==> images/placement.png <==
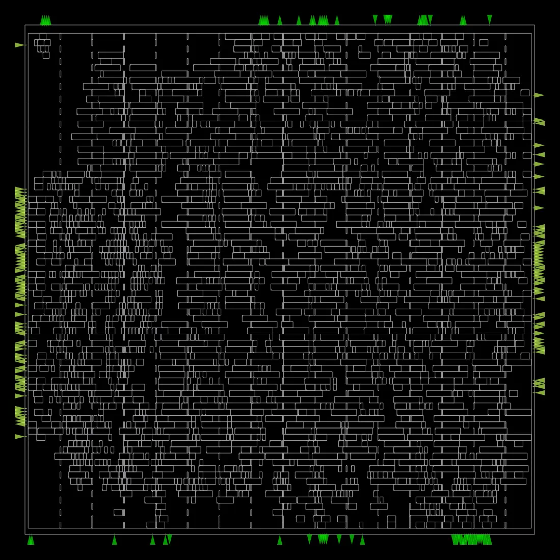
==> images/placement_by_type.png <==
Bar = 50 microns. Fill, decap, tap and diode cells in gray.
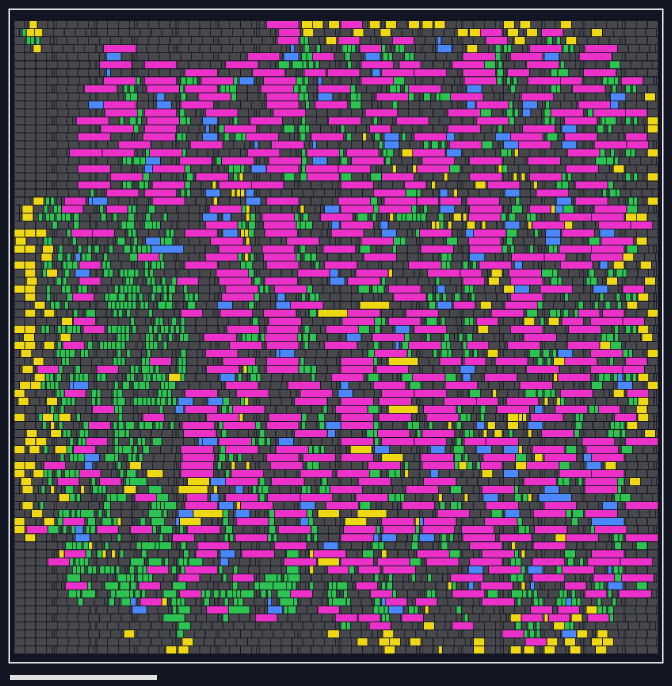
<file path="src/rtl/fetch_buffer.sv">
// Instruction fetch buffer: issues in-order word fetches, queues returned instructions
// and feeds the decode register, squashing stale traffic on a decode-stage redirect.
module fetch_buffer #(
    parameter logic [31:0] RESET_PC = 32'h0000_0000,
    parameter int          DEPTH    = 4
) (
    input  logic        clk,
    input  logic        rst,
    output logic        imem_req_valid,
    output logic [31:0] imem_req_addr,
    input  logic        imem_req_ready,
    input  logic        imem_rsp_valid,
    input  logic [31:0] imem_rsp_data,
    input  logic        StallD,
    input  logic        PCSrcD,
    input  logic [31:0] PCBranchD,
    output logic [31:0] InstrD,
    output logic [31:0] PCPD,
    output logic        ValidD
);

    localparam int PW = $clog2(DEPTH);
    localparam int CW = $clog2(DEPTH + 1);
    localparam logic [PW-1:0] LAST = PW'(DEPTH - 1);

    function automatic logic [PW-1:0] ptr_inc(input logic [PW-1:0] p);
        return (p == LAST) ? '0 : p + PW'(1);
    endfunction

    logic [31:0]   pc;
    logic [31:0]   q_instr [DEPTH];
    logic [31:0]   q_pcp   [DEPTH];
    logic [PW-1:0] q_rd;
    logic [PW-1:0] q_wr;
    logic [CW-1:0] q_cnt;
    logic [31:0]   iss_pcp [DEPTH];
    logic [PW-1:0] iss_rd;
    logic [PW-1:0] iss_wr;
    logic [CW-1:0] outstanding;
    logic [CW-1:0] discard;
    logic [CW:0]   in_use;
    logic          req_fire;
    logic          rsp_keep;
    logic          q_pop;

    // Queue slots are reserved at issue time, so a response always finds room.
    assign in_use         = {1'b0, q_cnt} + {1'b0, outstanding};
    assign imem_req_valid = !rst && !PCSrcD && (in_use < (CW+1)'(DEPTH));
    assign imem_req_addr  = {pc[31:2], 2'b00};
    assign req_fire       = imem_req_valid && imem_req_ready;
    assign rsp_keep       = imem_rsp_valid && !PCSrcD && (discard == '0);
    assign q_pop          = !PCSrcD && !StallD && (q_cnt != '0);

    always_ff @(posedge clk) begin
        if (rst) begin
            pc          <= RESET_PC;
            q_rd        <= '0;
            q_wr        <= '0;
            q_cnt       <= '0;
            iss_rd      <= '0;
            iss_wr      <= '0;
            outstanding <= '0;
            discard     <= '0;
            InstrD      <= '0;
            PCPD        <= '0;
            ValidD      <= 1'b0;
        end else begin
            if (PCSrcD) begin
                pc <= PCBranchD;
            end else if (req_fire) begin
                pc <= pc + 32'd4;
            end

            // Issue-address FIFO tracks every in-flight request, stale or not.
            if (req_fire) begin
                iss_pcp[iss_wr] <= imem_req_addr + 32'd4;
                iss_wr          <= ptr_inc(iss_wr);
            end
            if (imem_rsp_valid) begin
                iss_rd <= ptr_inc(iss_rd);
            end

            case ({req_fire, imem_rsp_valid})
                2'b10:   outstanding <= outstanding + CW'(1);
                2'b01:   outstanding <= outstanding - CW'(1);
                default: ;
            endcase

            if (PCSrcD) begin
                discard <= imem_rsp_valid ? outstanding - CW'(1) : outstanding;
            end else if (imem_rsp_valid && (discard != '0)) begin
                discard <= discard - CW'(1);
            end

            if (PCSrcD) begin
                q_rd  <= '0;
                q_wr  <= '0;
                q_cnt <= '0;
            end else begin
                if (rsp_keep) begin
                    q_instr[q_wr] <= imem_rsp_data;
                    q_pcp[q_wr]   <= iss_pcp[iss_rd];
                    q_wr          <= ptr_inc(q_wr);
                end
                if (q_pop) begin
                    q_rd <= ptr_inc(q_rd);
                end
                case ({rsp_keep, q_pop})
                    2'b10:   q_cnt <= q_cnt + CW'(1);
                    2'b01:   q_cnt <= q_cnt - CW'(1);
                    default: ;
                endcase
            end

            if (PCSrcD) begin
                InstrD <= '0;
                PCPD   <= '0;
                ValidD <= 1'b0;
            end else if (!StallD) begin
                if (q_cnt != '0) begin
                    InstrD <= q_instr[q_rd];
                    PCPD   <= q_pcp[q_rd];
                    ValidD <= 1'b1;
                end else begin
                    InstrD <= '0;
                    PCPD   <= '0;
                    ValidD <= 1'b0;
                end
            end
        end
    end

endmodule

</file>
<file path="config.mk">
export PLATFORM = sky130hd
export DESIGN_NAME = fetch_buffer
export DESIGN_NICKNAME = d
export VERILOG_FILES = /design/src/rtl/fetch_buffer.sv
export SDC_FILE = /design/constraint.sdc
export NUM_CORES = 1
export LEC_CHECK = 0
export ABC_AREA = 1
export CORE_UTILIZATION = 40
export CTS_BUF_LIST = sky130_fd_sc_hd__clkbuf_4 sky130_fd_sc_hd__clkbuf_8
export DETAILED_ROUTE_END_ITERATION = 10
export GPL_TIMING_DRIVEN = 0
export PLACE_DENSITY_LB_ADDON = 0.08
export SYNTH_ARGS = -nofsm -noshare
export SYNTH_HDL_FRONTEND = slang
export SYNTH_SLANG_ARGS = --single-unit
</file>
<file path="constraint.sdc">
create_clock -name clk -period 5.55 [get_ports clk]
set_input_delay 1.11 -clock clk [delete_from_list [all_inputs] [get_ports clk]]
set_output_delay 1.11 -clock clk [all_outputs]
set_load 0.01 [all_outputs]
</file>
==> results.cfg <==
; generated from flow reports
[route]
first_pass_iters = 5
drc = 0
met2RoutedLength_microns = 23300
detail_route.wl_per_cell_microns = 18.8
wl_met1_microns = 22100
dr_wl_met3_microns = 2250
num_vias = 13023
via_per_inst = 5.03
top_layer = met4
drtAntennaViolNets = 0
drtIter0Drc = 943

[logic_synthesis]
ys_ff = 482
yosysWarnings = 0
adder_share_pct = 1.34
ys.flop_type = edfxtp_1
aoi_share_pct = 9.79
synth_stat.cells = 1657
edf_count = 368
top_cell_area_share_pct = 57.5
yosysTopAreaCell = edfxtp_1
ys_sh_simple_pct = 11.7
netlist_logic_family_top = simple AND/OR/NAND/NOR gates
ys_sh_xor_pct = 0.501
syn_area_sq_um = 19200
synth_area_per_cell_sq_um = 11.6
yosys.stat.seqShare_pct = 69.4
yosys_area_sq_um = 19200
topCellsByArea = edfxtp_1 (57%), dfxtp_1 (12%), nand2_1 (6.0%)
synth.most_common_cell = edfxtp_1
mux_share_pct = 3.23
async_flop_share_pct = 0
top_cells_by_count = edfxtp_1 (368), nand2_1 (308), nor2_1 (184), o21ai_0 (141), dfxtp_1 (114)
syn_inst = 1657

[run]
maxCapViolCount = 0

[final_timing]
finClkSkew_ns = 0.0177
setup_viol_count_final = 0
tns_ns = 0
fin_crit_ns = 3.63
slew_viol_final = 0
setup_slack_ns = 1.92
timing.fmax_mhz = 276
worstMarginPinSlew_ns = 1.03
final_hold_viol_count = 0
fin_crit_sh_pct = 65.4
rsz0062_at_grt = false
max-slew-margin-rel_pct = 31.6

[floorplanning]
die_h_microns = 221
io_pins = 168
row_count = 79
die_w_microns = 221
dieArea_sq_um = 48900
core-area_sq_um = 47000
initial_core_util_pct = 40.9

[clock_tree]
cts_setup_buffers = 0
cts_tree = yes
ctsHoldBuffers = 0
cts_buffers = 82
worstSkewPairLatency_ns = 0.62
cts.root.buffer_cell = clkbuf_8
cts_buffer_depth = 3
clk_pin_slew_worst_paths_ns = 0.06
h-tree-depth = 3
clock_sinks = 482

[power_and_ir_drop]
power.density_nw_per_um2 = 326
leakagePower_nw = 7.89
irDropWorstVdd_mv = 0.131

[hold_path]
hold_class = flop to flop

[layout]
fin_util_pct = 50.4
comb_area_sq_um = 5190
fin_area_sq_um = 23700
seq_area_sq_um = 13300
flops = 482
logic_gates = 1003
comb_share_pct = 21.9
largest_class = sequential cells
antenna_cells_inserted = 0
syn_to_final_growth_pct = 23.0
nClkBuffers = 122
seq_area_share_pct = 56.4
clock_area_share_pct = 7.08
fillers = 4208
fin_nets = 2007
inverters_excl_clock = 83
nNonClkBuffers = 265

[global_route]
antenna_found_initial = 0
grtUsageMet1_pct = 26.6
use_met3_pct = 3.49
gr-usage-met2_pct = 32.7
grt_pass1_wl_microns = 74600
overflow = 0
grt_busiest_layer = met2
grt_max_degree = 29
track_usage_pct = 19.9

[place]
place_ws_ns = 1.48
dp_hpwl_microns = 32500
place_area_sq_um = 22000
io_buffers = 159

[setup_path]
endpoint = imem_req_valid
reg2reg_depth = 8
rrSetupSlack_ns = 2.82
r2r_end = q_instr[1][26]
reg2reg_from = discard[0]
crit_type = input pin to output port
crit_fanout = 7
start_kind = input pin
required_ns = 4.44

[run_status]
outcome = finished, final reports clean
## Picture notes: placement.png
Well Taps: 607
Non-Filler Instances: 2,590

## Picture notes: placement_by_type.png
- clock drivers and dummy loads: blue (cells 150; share of their area 7.3%)
- combinational and other logic: green (cells 1,086; share of their area 24%)
- flops: magenta (cells 482; share of their area 58%)
- other buffers and delay cells: yellow (cells 265; share of their area 10%)

-- cell usage in the layout (no fill, tap or decap), types with 9 or more instances in the layout --
cell / n
a21oi_1: 99
buf_1: 10
buf_4: 11
clkbuf_1: 61
clkbuf_4: 32
clkbuf_8: 90
clkdlybuf4s50_1: 159
clkinv_1: 18
dfxtp_1: 114
edfxtp_1: 368
ha_1: 19
inv_1: 79
mux2i_1: 62
nand2_1: 308
nand3_1: 41
nor2_1: 176
nor2_4: 9
o21ai_0: 141
o22ai_1: 92
-- critical path, cell delays in order --
cell and delay (ns):
clkdlybuf4s50_1 0.51, nor2_8 0.19, nand2_4 0.06, nor2_4 0.11, clkdlybuf4s50_1 0.54
-- state kept, by name (all words and copies together), names as in the netlist, 3 cells and up, named ones only --
name / count
q_instr: 128
iss_pcp: 120
q_pcp: 120
InstrD: 32
PCPD: 30
pc: 30
discard: 3
outstanding: 3
q_cnt: 3
-- stage by stage --
step           power [mW]  cells  hold slack, ns
3_3_place_gp         4.53   2426           0.452
2_1_floorplan        4.31   1660           0.453
5_1_grt              7.99   2590           0.482
3_5_place_dp         4.55   2440           0.452
6_report             7.70   2590           0.456
4_1_cts              7.79   2590           0.460
-- worst min path at each step --
stage / depth (start not counted) / to / from / slack, ns
after floorplan: 2 / discard[0] / discard[0] / 0.45
after global placement: 2 / ValidD / ValidD / 0.45
after detailed placement: 2 / ValidD / ValidD / 0.45
after CTS: 2 / ValidD / ValidD / 0.46
after global routing: 2 / PCPD[25] / PCPD[25] / 0.48
final: 2 / ValidD / ValidD / 0.46
-- power by group --
| group | total [mW] | switching [mW] | internal (mW) |
|---|---|---|---|
| Combinational | 0.470 | 0.297 | 0.173 |
| Clock | 3.23 | 1.39 | 1.84 |
| Sequential | 4.00 | 0.0393 | 3.96 |
No activity file was given, so power comes from the tool's default toggle rates.
